File: src/rtl/mem_arbiter.sv
// Two-port single-memory arbiter (round-robin or fixed priority), one access in flight at a time.
// Latency 3 cycles req-to-ack, grants 3 cycles apart; a losing port stalls by holding req until its own ack.
module mem_arbiter #(
    parameter int AW = 16,
    parameter int DW = 32,
    parameter int RR = 1
) (
    input  logic          clk,
    input  logic          reset,
    input  logic          req0,
    input  logic          req1,
    input  logic          we0,
    input  logic          we1,
    input  logic [1:0]    mode0,
    input  logic [1:0]    mode1,
    input  logic [AW-1:0] addr0,
    input  logic [AW-1:0] addr1,
    input  logic [DW-1:0] wdata0,
    input  logic [DW-1:0] wdata1,
    output logic          ack0,
    output logic          ack1,
    output logic          err0,
    output logic          err1,
    output logic [DW-1:0] rdata0,
    output logic [DW-1:0] rdata1,
    output logic          mem_we,
    output logic [1:0]    mem_mode,
    output logic [AW-1:0] mem_addr,
    output logic [DW-1:0] mem_wdata,
    input  logic [DW-1:0] mem_rdata,
    output logic          busy,
    output logic          gnt_id
);

    typedef enum logic [1:0] {
        IDLE   = 2'd0,
        ACCESS = 2'd1,
        DONE   = 2'd2
    } state_t;

    typedef struct packed {
        logic          we;
        logic [1:0]    mode;
        logic [AW-1:0] addr;
        logic [DW-1:0] wdata;
        logic          bad;
    } txn_t;

    state_t        state;
    state_t        nextState;
    logic          lastGnt;
    logic          grantPort;
    logic          winner;
    logic          anyReq;
    txn_t          cur;
    txn_t          cand;
    logic          doneAck;
    logic          doneErr;
    logic [DW-1:0] doneRdata;

    // Misaligned half/word and the reserved size code are rejected, never reach memory.
    function automatic logic badAccess(input logic [1:0] mode, input logic [1:0] lowAddr);
        case (mode)
            2'b00:   return (lowAddr != 2'b00);
            2'b01:   return lowAddr[0];
            2'b10:   return 1'b0;
            default: return 1'b1;
        endcase
    endfunction

    assign anyReq = req0 | req1;

    always_comb begin
        winner = 1'b0;
        if (req0 && req1) begin
            winner = (RR != 0) ? ~lastGnt : 1'b0;
        end else if (req1) begin
            winner = 1'b1;
        end
    end

    always_comb begin
        cand       = '0;
        cand.we    = winner ? we1    : we0;
        cand.mode  = winner ? mode1  : mode0;
        cand.addr  = winner ? addr1  : addr0;
        cand.wdata = winner ? wdata1 : wdata0;
        cand.bad   = badAccess(cand.mode, cand.addr[1:0]);
    end

    always_ff @(posedge clk or negedge reset) begin
        if (!reset) begin
            state <= IDLE;
        end else begin
            state <= nextState;
        end
    end

    always_comb begin
        nextState = state;
        case (state)
            IDLE:    if (anyReq) nextState = ACCESS;
            ACCESS:  nextState = DONE;
            DONE:    nextState = IDLE;
            default: nextState = IDLE;
        endcase
    end

    always_comb begin
        busy      = (state != IDLE);
        mem_we    = 1'b0;
        doneAck   = 1'b0;
        doneErr   = 1'b0;
        doneRdata = '0;
        case (state)
            ACCESS: mem_we = cur.we & ~cur.bad;
            DONE: begin
                doneAck = 1'b1;
                doneErr = cur.bad;
                if (!cur.we && !cur.bad) begin
                    doneRdata = mem_rdata;
                end
            end
            default: ;
        endcase
    end

    // The latched request doubles as the memory bus, so it holds its value between accesses.
    always_ff @(posedge clk or negedge reset) begin
        if (!reset) begin
            grantPort <= 1'b0;
            lastGnt   <= 1'b1;
            cur       <= '0;
        end else if (state == IDLE && anyReq) begin
            grantPort <= winner;
            lastGnt   <= winner;
            cur       <= cand;
        end
    end

    assign mem_addr  = cur.addr;
    assign mem_mode  = cur.mode;
    assign mem_wdata = cur.wdata;
    assign gnt_id    = grantPort;

    always_ff @(posedge clk or negedge reset) begin
        if (!reset) begin
            ack0   <= 1'b0;
            ack1   <= 1'b0;
            err0   <= 1'b0;
            err1   <= 1'b0;
            rdata0 <= '0;
            rdata1 <= '0;
        end else begin
            ack0   <= doneAck & ~grantPort;
            ack1   <= doneAck &  grantPort;
            err0   <= doneErr & ~grantPort;
            err1   <= doneErr &  grantPort;
            rdata0 <= grantPort ? '0 : doneRdata;
            rdata1 <= grantPort ? doneRdata : '0;
        end
    end

endmodule

File: config.mk
export PLATFORM = sky130hd
export DESIGN_NAME = mem_arbiter
export DESIGN_NICKNAME = d
export VERILOG_FILES = /design/src/rtl/mem_arbiter.sv
export SDC_FILE = /design/constraint.sdc
export NUM_CORES = 1
export LEC_CHECK = 0
export CORE_MARGIN = 10
export CORE_UTILIZATION = 37
export CTS_CLUSTER_SIZE = 20
export DETAILED_ROUTE_END_ITERATION = 8
export PLACE_DENSITY = 0.79
export SYNTH_ARGS = -nofsm -noshare
export SYNTH_HDL_FRONTEND = slang
export SYNTH_SLANG_ARGS = --single-unit
File: constraint.sdc
create_clock -name clk -period 1.55 [get_ports clk]
set_clock_uncertainty 0.1 [all_clocks]
set_input_delay 0.31 -clock clk [delete_from_list [all_inputs] [get_ports clk]]
set_output_delay 0.31 -clock clk [all_outputs]
set_load 0.01 [all_outputs]
==> impl.org <==
#+TITLE: Synthesis and PnR summary

** Run
- Count of warning messages emitted by the tools :: 29
- Across the run, the number of max-cap violations was 0.

** Global route
- Pin count of the biggest net entering global routing :: 74
- Global-route wire length before repair :: 25900 microns
- Per the GRT congestion report, total overflow comes to 0.
- Total routing usage reported by global routing :: 0.165
- Antenna violations before repair :: 0
- The via count of the first global-routing pass was 4511.

** Floorplanning
- The overall die size recorded for this design is 20300 sq um.
- In the floorplan report the effective utilization is 0.379.
- After floorplanning, the core was divided into 44 placement rows.
- Io pins :: 259
- Per the OpenROAD floorplan log, the width of the die is 142 microns.
- In this run the vertical extent of the chip is 142 microns.
- Floorplan core area :: 14600 sq um

** Finish
- Storage cell area :: 3100 sq um
- Per the layout area report, the combinational gate area comes to 2130 sq um.
- For this run, the share of the core covered by cells in the final layout is 0.615.
- After routing the design area is 9010 sq um.
- In the final layout, the share of cells above drive strength 1 is 0.271.
- Non-filler cells in the finished layout :: 816
- Inserted Diodes :: 0
- In the final layout, the fill cell count is 1161.
- Area delta synth->final :: 62.3%
- Final nets :: 758

** Critical path
- Looking at the critical path, the highest net fanout was 8.
- Crit path required time :: 1.73 ns
- Path type of the worst setup path :: flip-flop to flip-flop
- STA classifies the critical path endpoint as a flip-flop.
- Data arrival at the endpoint of the critical path :: 1.95 ns
- STA classifies the critical path startpoint as a flip-flop.

** Power
- Power per standard cell area :: 1640 nW/um^2
- Share of total power in the clock network :: 0.292
- Relative contribution of combinational cells to total power :: 0.396
- The analysis attributes to cell leakage a power of 4.78 nW.
- Cell internal power dissipation :: 0.0106 W
- Fraction of power consumed by sequential logic :: 0.312
- Switching power summed over all nets :: 0.00419 W
- Switching power as a fraction of the total was reported as 0.284.
- Largest vdd supply drop :: 0.888 mV

** Placement
- Post-placement cell count :: 771
- After detailed placement, the total cell area comes to 8220 sq um.
- At the end of routability-driven placement, the weighted congestion stood at 0.751.
- As logged by OpenROAD, the buffers inserted on ports number 258.
- Once detailed placement completed, the half-perimeter wirelength came to 12300 microns.

** STA
- Min setup slack post-route :: -0.220 ns
- Derived from the worst setup path, the maximum achievable clock frequency is 565 MHz.
- Minimum clock period after layout :: 1.77 ns
- Post-layout period usage :: 1.14
- Hold Violations, Final :: 0
- Max-slew check failures listed in the final report amount to 0.
- The end-of-flow timing check tallies setup violations at 74.
- Setup repair after global routing missed its margin :: yes
- Headroom to the max-slew limit :: 0.625
- Actual slew at the worst max-slew pin :: 0.556 ns

** Routing
- Wire segments on met3 add up to 1230 microns in the final route.
- Using the TritonRoute via totals, the vias-per-cell ratio works out to 4.75.
- After detailed routing, the total wire length is 17000 microns.
- Signal routing reaches up to met4.
- Routed Antenna Nets :: 0
- Detailed-routed wire length on met2 :: 8920 microns
- Number of vias after detailed routing :: 3873
- Routed length per placed instance :: 20.8 microns
- DRC violation count after routing :: 0
- Drt first-iter violations :: 126
- Sum of routed wire segments on met1 :: 6290 microns
- Iteration tally of the first detailed-router pass :: 4

** Yosys
- The synthesized netlist has a Yosys-reported chip area of 5550 sq um.
- In the synthesized netlist, the number of instances is 386.
- Top cells by area in the synthesized netlist :: dfrtp_1, mux2_4, mux2_2
- Warnings from Yosys :: 0
- For reference, the post-synthesis area per instance comes to 14.4 sq um.
- When the netlist entered floorplanning its net count stood at 524.
- Most area-hungry cell type in the Yosys netlist :: dfrtp_1
- Before any placement, the netlist area is recorded as 5550 sq um.
- Synthesis inferred 124 register bits.
- The share of synthesized area in the top cell type comes to 0.555.
- Per Yosys stat, the portion of area used by sequential elements is 0.559.
- Count of cell types in the netlist :: 23
- The number of cells reported by Yosys stat comes to 386.

** CTS
- In this run, CTS created clock tree buffers numbering 17.
- CTS sink count :: 124
- CTS tree :: yes
- No sink is reached through more buffers than the 2 on the longest clock path.
- # H-tree levels :: 4
- The root buffer cell chosen for the clock tree is clkbuf_16.
- After clock tree synthesis, the clock-pin slew on the worst setup and hold paths is 0.05 ns.
- Per the skew report, the later register of the worst-skew pair sees a clock latency of 0.40 ns.

** Run status
- Status :: finished, violations left
- Failing checks :: setup timing

** Worst hold path
- According to the hold report, the worst path is of the primary input to asynchronous set/reset pin type.
==> sequential cells by signal (all words and copies together) (netlist names), 2 cells and up <==
signal	count
rdata1	32
cur	2
mem_addr	16
state	2
mem_mode	2
rdata0	32
mem_wdata	32
==> layout by cell type (no fill, tap or decap), drive strengths merged, types with 2 or more instances in the layout <==
cell	instances
nand2b	2
nor2b	2
mux2	104
buf	32
bufinv	5
clkbuf	25
clkdlybuf4s50	134
nor2	4
and3b	2
and2	2
dfrtp	123
and3	64
dlygate4sd2	120
==> layout make-up <==
| class | count | share of cell area |
|---|---|---|
| inverters | 1 | 0.000417 |
| repair buffers | 289 | 0.322 |
| multi-input cells | 187 | 0.236 |
| well taps | 184 | 0.0256 |
| clock inverters | 6 | 0.0175 |
| clock buffers | 25 | 0.0539 |
| flip-flops and latches | 124 | 0.345 |
==> worst max-delay path, cell delays in order (launching register included) <==
cell      delay [ns]
dfstp_2         0.39
a21boi_4        0.30
buf_12          0.17
buf_16          0.14
mux2_4          0.30
mux2_4          0.25
==> routing by layer <==
| layer | global-route usage | up-vias |
|---|---|---|
| met5 | 0 | - |
| met4 | 0.0776 | 0 |
| met3 | 0.0571 | 36 |
| met2 | 0.295 | 169 |
| met1 | 0.171 | 1916 |
| li1 | - | 1752 |
==> through the flow <==
step	power (W)	hold WS [ns]	TNS [ns]	setup WS, ns
after floorplan	0.00852	-0.0856	-2.61	-0.0575
after global placement	0.0104	0.0167	-29.85	-0.640
after detailed placement	0.0105	0.0183	-30.02	-0.643
after CTS	0.0148	0.125	-8.67	-0.194
after global routing	0.0155	0.156	-14.58	-0.256
final	0.0148	0.147	-9.66	-0.220
==> power by group through the flow <==
stage	registers, W	clock network (W)	logic [W]
2_1_floorplan	0.00456	0	0.00395
3_3_place_gp	0.00462	0	0.00575
3_5_place_dp	0.00465	0	0.00587
4_1_cts	0.00460	0.00439	0.00581
5_1_grt	0.00472	0.00455	0.00621
6_report	0.00460	0.00432	0.00585
==> repair_timing <==
action                                  in CTS  in global routing
resized                                    141                 27
pin swaps                                    1                  3
gates cloned                                 6                  0
endpoints found under the hold margin      123                  0
endpoints found under the setup margin     174                 56
buffers inserted                             8                  4
hold buffers                                 1                  0
==> worst paths after layout <==
path,start,to,slack (ns),cells past startpoint
worst min register to register,mem_wdata[0],mem_wdata[0],0.39,1
worst max-delay path,lastGnt,mem_wdata[3],-0.22,5
worst min-delay path,reset,rdata0[8],0.15,2
worst max register to register,lastGnt,mem_wdata[3],-0.22,5
max in group asynchronous,reset,err0,0.64,3
min in group clk,mem_wdata[0],mem_wdata[0],0.39,1
==> Yosys cell counts <==
cell and n:
dfrtp_1 123, and3_1 64, mux2_2 56, buf_4 50, mux2_4 46, clkbuf_1 13, buf_6 11, nor2_1 3
and2_1 2, and3b_1 2, mux2_1 2, nand2b_1 2, nor2b_1 2, a21boi_1 1, a221o_1 1, a31oi_1 1
dfstp_2 1, inv_1 1, nor2_8 1, nor3b_2 1, o21ba_2 1, o311ai_0 1, or2_4 1
==> cell families after synthesis <==
logic type / after synthesis / share of synthesized area
simple gates: 78 / 0.0915
compound gates: 5 / 0.00767
buf+inv: 75 / 0.0994
flops: 124 / 0.559
mux: 104 / 0.242
### Zoomed window

Window x 82 to 132, y 82 to 132 microns. Cells in gray, sequential cells in the stronger gray; small squares are vias.
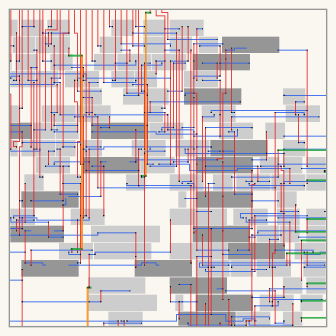
orange -> M4
blue -> M1
red -> M2
green -> M3
most frequent = mux2_4 (31), clkdlybuf4s50_1 (28), dlygate4sd2_1 (19)
cells with their middle in the window = 103
netlist names of flops here include = mem_wdata (15)
sequential cells in the window = 17

### Metal 3

Drawn at 3 px/micron.
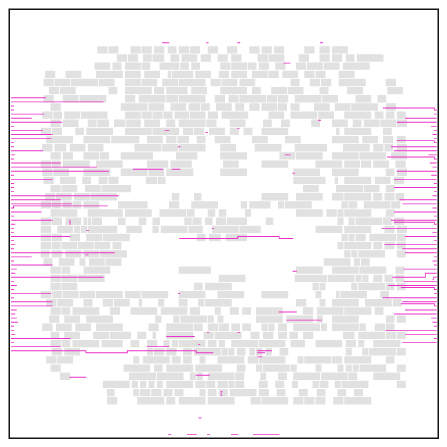
nets with wire on the layer = 139
wire length on this layer = 1230 microns
main direction = horizontal
share of all routed wire = 7.3%

Power and IR drop assume default switching activity.
